===== config.mk =====
export PLATFORM = sky130hd
export DESIGN_NAME = puf_challenge_sequencer_flat
export DESIGN_NICKNAME = d
export VERILOG_FILES = /design/src/rtl/puf_pkg.sv /design/src/rtl/puf_challenge_sequencer_if.sv /design/src/rtl/puf_phase_timer.sv /design/src/rtl/puf_challenge_sequencer.sv /design/src/flat_wrapper.sv
export SDC_FILE = /design/constraint.sdc
export NUM_CORES = 1
export LEC_CHECK = 0
export CAP_MARGIN = 20
export CORE_MARGIN = 3
export CORE_UTILIZATION = 48
export CTS_BUF_LIST = sky130_fd_sc_hd__clkbuf_8
export DETAILED_ROUTE_END_ITERATION = 8
export PLACE_DENSITY = 0.82
export SYNTH_ARGS = -nofsm -noshare
export SYNTH_HDL_FRONTEND = slang
export SYNTH_SLANG_ARGS = --single-unit

===== constraint.sdc =====
create_clock -name clock -period 2.55 [get_ports clock]
set_clock_uncertainty 0.05 [all_clocks]
set_input_delay 0.255 -clock clock [delete_from_list [all_inputs] [get_ports clock]]
set_output_delay 0.255 -clock clock [all_outputs]
set_load 0.01 [all_outputs]

===== src/rtl/puf_pkg.sv =====
// Shared types and constants for the RO PUF challenge sequencer.
// Latency: n/a (package only).
// Backpressure: n/a (package only).
//
// Contents: FSM state enum, core geometry constants, small width helpers.
package puf_pkg;

  localparam int RO_COUNT = 16;  // oscillators in the RO PUF core
  localparam int SEL_W    = 4;   // width of one oscillator select
  localparam int CNT_W    = 12;  // width of the core's RO counters

  typedef enum logic [2:0] {
    IDLE,
    CLR,
    RUN,
    SETTLE,
    SAMPLE,
    DONE
  } state_e;

  function automatic int max3(input int a, input int b, input int c);
    int m;
    m = (a > b) ? a : b;
    return (m > c) ? m : c;
  endfunction

  // Counter width able to hold 0..n-1; never narrower than one bit.
  function automatic int cnt_width(input int n);
    return (n > 1) ? $clog2(n) : 1;
  endfunction

endpackage


===== src/rtl/puf_challenge_sequencer_if.sv =====
// Bundle of every non-clock signal between the sequencer, the RO PUF core and the response consumer.
// Latency: n/a (wires only).
// Backpressure: resp_valid/resp_ready carries the response handshake; start is a bare request pulse.
//
// Ports (master = sequencer side):
//   start, challenge          request from the host
//   busy                      sequencer activity flag
//   sel_a, sel_b, ro_enable,
//   ro_reset                  controls into the RO PUF core
//   puf_bit, cnt_a, cnt_b     results from the RO PUF core
//   resp_valid, resp_ready,
//   resp_data, resp_mask      response word towards the consumer
interface puf_challenge_sequencer_if #(
  parameter int NUM_BITS = 16
) ();

  logic                       start;
  logic [7:0]                 challenge;
  logic                       busy;
  logic [puf_pkg::SEL_W-1:0]  sel_a;
  logic [puf_pkg::SEL_W-1:0]  sel_b;
  logic                       ro_enable;
  logic                       ro_reset;
  logic                       puf_bit;
  logic [puf_pkg::CNT_W-1:0]  cnt_a;
  logic [puf_pkg::CNT_W-1:0]  cnt_b;
  logic                       resp_valid;
  logic                       resp_ready;
  logic [NUM_BITS-1:0]        resp_data;
  logic [NUM_BITS-1:0]        resp_mask;

  modport master (
    input  start, challenge, puf_bit, cnt_a, cnt_b, resp_ready,
    output busy, sel_a, sel_b, ro_enable, ro_reset, resp_valid, resp_data, resp_mask
  );

  modport slave (
    output start, challenge, puf_bit, cnt_a, cnt_b, resp_ready,
    input  busy, sel_a, sel_b, ro_enable, ro_reset, resp_valid, resp_data, resp_mask
  );

endinterface


===== src/rtl/puf_phase_timer.sv =====
// Loadable down-counter timing the CLR, RUN and SETTLE phases of the sequencer.
// Latency: done asserts load_val cycles after the load cycle (load_val=N-1 gives an N-cycle phase).
// Backpressure: none; load always wins over counting.
//
// Ports:
//   clock, reset   clock and asynchronous active-high reset
//   load           reload the counter with load_val this cycle
//   load_val       value loaded on load
//   done           counter has reached zero (terminal flag)
module puf_phase_timer #(
  parameter int W = 13
) (
  input  logic         clock,
  input  logic         reset,
  input  logic         load,
  input  logic [W-1:0] load_val,
  output logic         done
);

  logic [W-1:0] cnt_q;

  always_ff @(posedge clock or posedge reset) begin
    if (reset) begin
      cnt_q <= '0;
    end else if (load) begin
      cnt_q <= load_val;
    end else if (cnt_q != '0) begin
      cnt_q <= cnt_q - W'(1);
    end
  end

  assign done = (cnt_q == '0);

endmodule


===== src/rtl/puf_challenge_sequencer.sv =====
// Autonomous RO PUF initiator: walks NUM_BITS oscillator pairs from an 8-bit challenge and returns a response word.
// Latency: 1 + NUM_BITS*(RST_CYCLES+WINDOW_CYCLES+SETTLE_CYCLES+1) cycles from the start cycle to resp_valid.
// Backpressure: holds the word in DONE until resp_ready; start is ignored outside IDLE.
//
// Ports:
//   clock, reset   system clock, asynchronous active-high reset
//   bus (master)   start/challenge in, busy out, core controls out (sel_a, sel_b, ro_enable, ro_reset),
//                  core results in (puf_bit, cnt_a, cnt_b), response handshake out (resp_*)
// Optional build macro: PUF_MARGIN_CHECK_EN -- flags bits whose counter difference is below MARGIN in resp_mask.
module puf_challenge_sequencer
  import puf_pkg::*;
#(
  parameter int NUM_BITS      = 16,
  parameter int RST_CYCLES    = 4,
  parameter int WINDOW_CYCLES = 4200,
  parameter int SETTLE_CYCLES = 8,
  parameter int MARGIN        = 16
) (
  input logic clock,
  input logic reset,
  puf_challenge_sequencer_if.master bus
);

  localparam int MAX_PHASE = max3(RST_CYCLES, WINDOW_CYCLES, SETTLE_CYCLES);
  localparam int TMR_W     = cnt_width(MAX_PHASE);
  localparam int IDX_W     = cnt_width(NUM_BITS);

  localparam logic [TMR_W-1:0] RST_LD    = TMR_W'(RST_CYCLES - 1);
  localparam logic [TMR_W-1:0] WINDOW_LD = TMR_W'(WINDOW_CYCLES - 1);
  localparam logic [TMR_W-1:0] SETTLE_LD = TMR_W'(SETTLE_CYCLES - 1);
  localparam logic [IDX_W-1:0] LAST_IDX  = IDX_W'(NUM_BITS - 1);

  state_e               state_q;
  state_e               state_n;
  logic [SEL_W-1:0]     base_q;
  logic [SEL_W-1:0]     stride_q;
  logic [IDX_W-1:0]     idx_q;
  logic [NUM_BITS-1:0]  data_q;

  logic                 start_acc;
  logic                 tmr_load;
  logic [TMR_W-1:0]     tmr_val;
  logic                 tmr_done;

  logic                 busy;
  logic                 ro_enable;
  logic                 ro_reset;
  logic                 resp_valid;
  logic [SEL_W-1:0]     sel_a;
  logic [SEL_W-1:0]     sel_b;

  assign start_acc = (state_q == IDLE) && bus.start;

  // Selects wrap modulo RO_COUNT through plain 4-bit truncating adds.
  assign sel_a = base_q + SEL_W'(idx_q);
  assign sel_b = sel_a + stride_q;

  // ---------------------------------------------------------------------------
  // FSM
  // ---------------------------------------------------------------------------
  always_ff @(posedge clock or posedge reset) begin
    if (reset) begin
      state_q <= IDLE;
    end else begin
      state_q <= state_n;
    end
  end

  always_comb begin
    state_n    = state_q;
    busy       = 1'b1;
    ro_reset   = 1'b1;
    ro_enable  = 1'b0;
    resp_valid = 1'b0;
    case (state_q)
      IDLE: begin
        busy = 1'b0;
        if (bus.start) state_n = CLR;
      end
      CLR: begin
        if (tmr_done) state_n = RUN;
      end
      RUN: begin
        ro_reset  = 1'b0;
        ro_enable = 1'b1;
        if (tmr_done) state_n = SETTLE;
      end
      SETTLE: begin
        ro_reset = 1'b0;
        if (tmr_done) state_n = SAMPLE;
      end
      SAMPLE: begin
        ro_reset = 1'b0;
        state_n  = (idx_q == LAST_IDX) ? DONE : CLR;
      end
      DONE: begin
        resp_valid = 1'b1;
        if (bus.resp_ready) state_n = IDLE;
      end
      default: state_n = IDLE;
    endcase
  end

  // The single timer reloads on every state change with the length of the phase being entered.
  always_comb begin
    tmr_load = (state_n != state_q);
    tmr_val  = '0;
    case (state_n)
      CLR:     tmr_val = RST_LD;
      RUN:     tmr_val = WINDOW_LD;
      SETTLE:  tmr_val = SETTLE_LD;
      default: tmr_val = '0;
    endcase
  end

  puf_phase_timer #(
    .W (TMR_W)
  ) u_timer (
    .clock    (clock),
    .reset    (reset),
    .load     (tmr_load),
    .load_val (tmr_val),
    .done     (tmr_done)
  );

  // ---------------------------------------------------------------------------
  // Challenge capture, pair index and response accumulation
  // ---------------------------------------------------------------------------
  always_ff @(posedge clock or posedge reset) begin
    if (reset) begin
      base_q   <= '0;
      stride_q <= '0;
      idx_q    <= '0;
      data_q   <= '0;
    end else if (start_acc) begin
      base_q   <= bus.challenge[3:0];
      // A zero stride would pair an oscillator with itself.
      stride_q <= (bus.challenge[7:4] == 4'd0) ? 4'd1 : bus.challenge[7:4];
      idx_q    <= '0;
      data_q   <= '0;
    end else if (state_q == SAMPLE) begin
      data_q[idx_q] <= bus.puf_bit;
      if (idx_q != LAST_IDX) idx_q <= idx_q + IDX_W'(1);
    end
  end

`ifdef PUF_MARGIN_CHECK_EN
  logic [CNT_W:0]      diff_mag;
  logic                unstable;
  logic [NUM_BITS-1:0] mask_q;

  always_comb begin
    if (bus.cnt_a >= bus.cnt_b) begin
      diff_mag = {1'b0, bus.cnt_a} - {1'b0, bus.cnt_b};
    end else begin
      diff_mag = {1'b0, bus.cnt_b} - {1'b0, bus.cnt_a};
    end
    unstable = (diff_mag < (CNT_W+1)'(MARGIN));
  end

  always_ff @(posedge clock or posedge reset) begin
    if (reset) begin
      mask_q <= '0;
    end else if (start_acc) begin
      mask_q <= '0;
    end else if (state_q == SAMPLE) begin
      mask_q[idx_q] <= unstable;
    end
  end

  assign bus.resp_mask = mask_q;
`else
  assign bus.resp_mask = '0;
`endif

  assign bus.busy       = busy;
  assign bus.sel_a      = sel_a;
  assign bus.sel_b      = sel_b;
  assign bus.ro_enable  = ro_enable;
  assign bus.ro_reset   = ro_reset;
  assign bus.resp_valid = resp_valid;
  assign bus.resp_data  = data_q;

endmodule


===== src/flat_wrapper.sv =====
// flat-port wrapper written by rule: the top's interface ports become plain ports
module puf_challenge_sequencer_flat import puf_pkg::*;
#(
  parameter int NUM_BITS      = 16,
  parameter int RST_CYCLES    = 4,
  parameter int WINDOW_CYCLES = 4200,
  parameter int SETTLE_CYCLES = 8,
  parameter int MARGIN        = 16
)
  (clock, reset, bus_start, bus_challenge, bus_puf_bit, bus_cnt_a, bus_cnt_b, bus_resp_ready, bus_busy, bus_sel_a, bus_sel_b, bus_ro_enable, bus_ro_reset, bus_resp_valid, bus_resp_data, bus_resp_mask);
  puf_challenge_sequencer_if #(.NUM_BITS(NUM_BITS)) bus_i ();
  input logic clock;
  input logic reset;
  input wire logic [$bits(bus_i.start)-1:0] bus_start;
  input wire logic [$bits(bus_i.challenge)-1:0] bus_challenge;
  input wire logic [$bits(bus_i.puf_bit)-1:0] bus_puf_bit;
  input wire logic [$bits(bus_i.cnt_a)-1:0] bus_cnt_a;
  input wire logic [$bits(bus_i.cnt_b)-1:0] bus_cnt_b;
  input wire logic [$bits(bus_i.resp_ready)-1:0] bus_resp_ready;
  output wire logic [$bits(bus_i.busy)-1:0] bus_busy;
  output wire logic [$bits(bus_i.sel_a)-1:0] bus_sel_a;
  output wire logic [$bits(bus_i.sel_b)-1:0] bus_sel_b;
  output wire logic [$bits(bus_i.ro_enable)-1:0] bus_ro_enable;
  output wire logic [$bits(bus_i.ro_reset)-1:0] bus_ro_reset;
  output wire logic [$bits(bus_i.resp_valid)-1:0] bus_resp_valid;
  output wire logic [$bits(bus_i.resp_data)-1:0] bus_resp_data;
  output wire logic [$bits(bus_i.resp_mask)-1:0] bus_resp_mask;
  assign bus_i.start = bus_start;
  assign bus_i.challenge = bus_challenge;
  assign bus_i.puf_bit = bus_puf_bit;
  assign bus_i.cnt_a = bus_cnt_a;
  assign bus_i.cnt_b = bus_cnt_b;
  assign bus_i.resp_ready = bus_resp_ready;
  assign bus_busy = bus_i.busy;
  assign bus_sel_a = bus_i.sel_a;
  assign bus_sel_b = bus_i.sel_b;
  assign bus_ro_enable = bus_i.ro_enable;
  assign bus_ro_reset = bus_i.ro_reset;
  assign bus_resp_valid = bus_i.resp_valid;
  assign bus_resp_data = bus_i.resp_data;
  assign bus_resp_mask = bus_i.resp_mask;
  puf_challenge_sequencer #(.NUM_BITS(NUM_BITS), .RST_CYCLES(RST_CYCLES), .WINDOW_CYCLES(WINDOW_CYCLES), .SETTLE_CYCLES(SETTLE_CYCLES), .MARGIN(MARGIN)) u_core (.clock(clock), .reset(reset), .bus(bus_i));
endmodule

==> results.json <==
{
  "clkTransAtPathRegs_ns": 0.09,
  "chipArea_mm2": 0.00629,
  "fp_util": 0.502,
  "path_class": "register to output pin",
  "post_dp_cell_area_mm2": 0.00308,
  "placementRows": 26,
  "syn_to_final_growth_pct": 27.3,
  "crit_path_cell_trace": "ha_2, fa_2, ha_4, a21o_1, a21oi_2, xor2_2, xnor2_2, buf_2",
  "violations": "setup timing",
  "vias": 2076,
  "largest_class": "multi-input combinational cells",
  "ys_seq_frac": 0.427,
  "pwr-share-seq": 0.458,
  "path_max_fanout": 2,
  "comb_area_frac": 0.429,
  "flop_area_mm2": 0.00110,
  "worst_slack_ns": -0.297,
  "synth_area_mm2": 0.00258,
  "setup_viol_count_final": 1,
  "tns_ns": -0.297,
  "antenna_found_initial": 0,
  "ys_cells": 256,
  "pre_cts_ws_ns": -0.409,
  "grt_use_met2": 0.321,
  "fa_ha_area_frac": 0.0688,
  "outcome": "complete, but fails checks",
  "crit_end": "bus_sel_b[3]",
  "n_antenna_cell": 0,
  "grt_overflow": 0,
  "numCtsBuffers": 5,
  "seq_share": 0.335,
  "hold_slack_ns": 0.341
}
Fig. 1: sequential cells colored by netlist name
Drawn at 3 px/um. Other sequential cells in the stronger gray, the rest of the logic in the fainter gray.
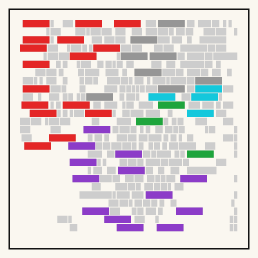
legend:
  green:
    netlist_name: `u_core.state_q`
    placed_flops: 3
  red:
    netlist_name: `u_core.bus.resp_data`
    placed_flops: 16
  purple:
    netlist_name: `u_core.u_timer.cnt_q`
    placed_flops: 13
  cyan:
    netlist_name: `u_core.stride_q`
    placed_flops: 4
not colored: 8

Fig. 2: routing congestion
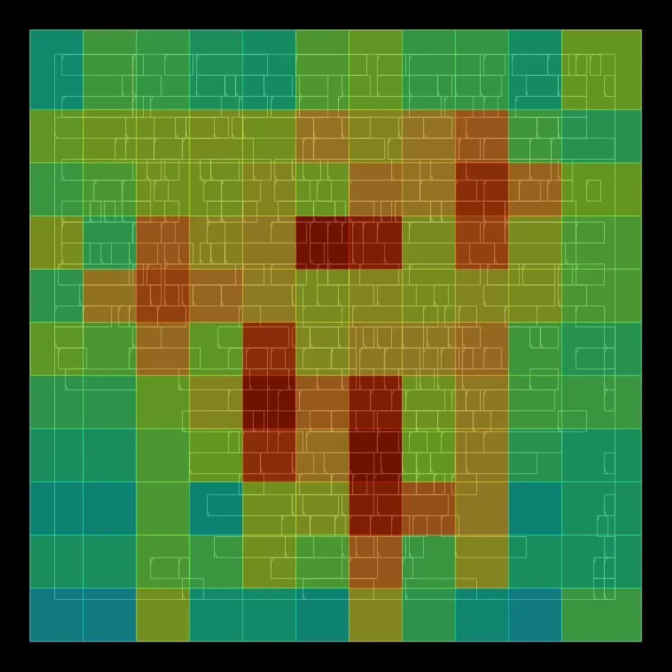
aggregate global-route resource usage: 0.195
met1 usage: 0.247
Layout Utilization: 0.639
Most Crowded Layer GR: met2

Fig. 3: logic cells by family
Drawn at 3 px/um.
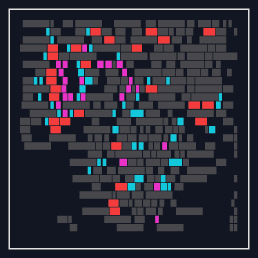
legend:
  magenta:
    family: NAND gates
    cells: 24
  cyan:
    family: NOR gates
    cells: 42
  red:
    family: multiplexers
    cells: 26

Power figures rest on the tool's default switching activity, not on a simulated workload.
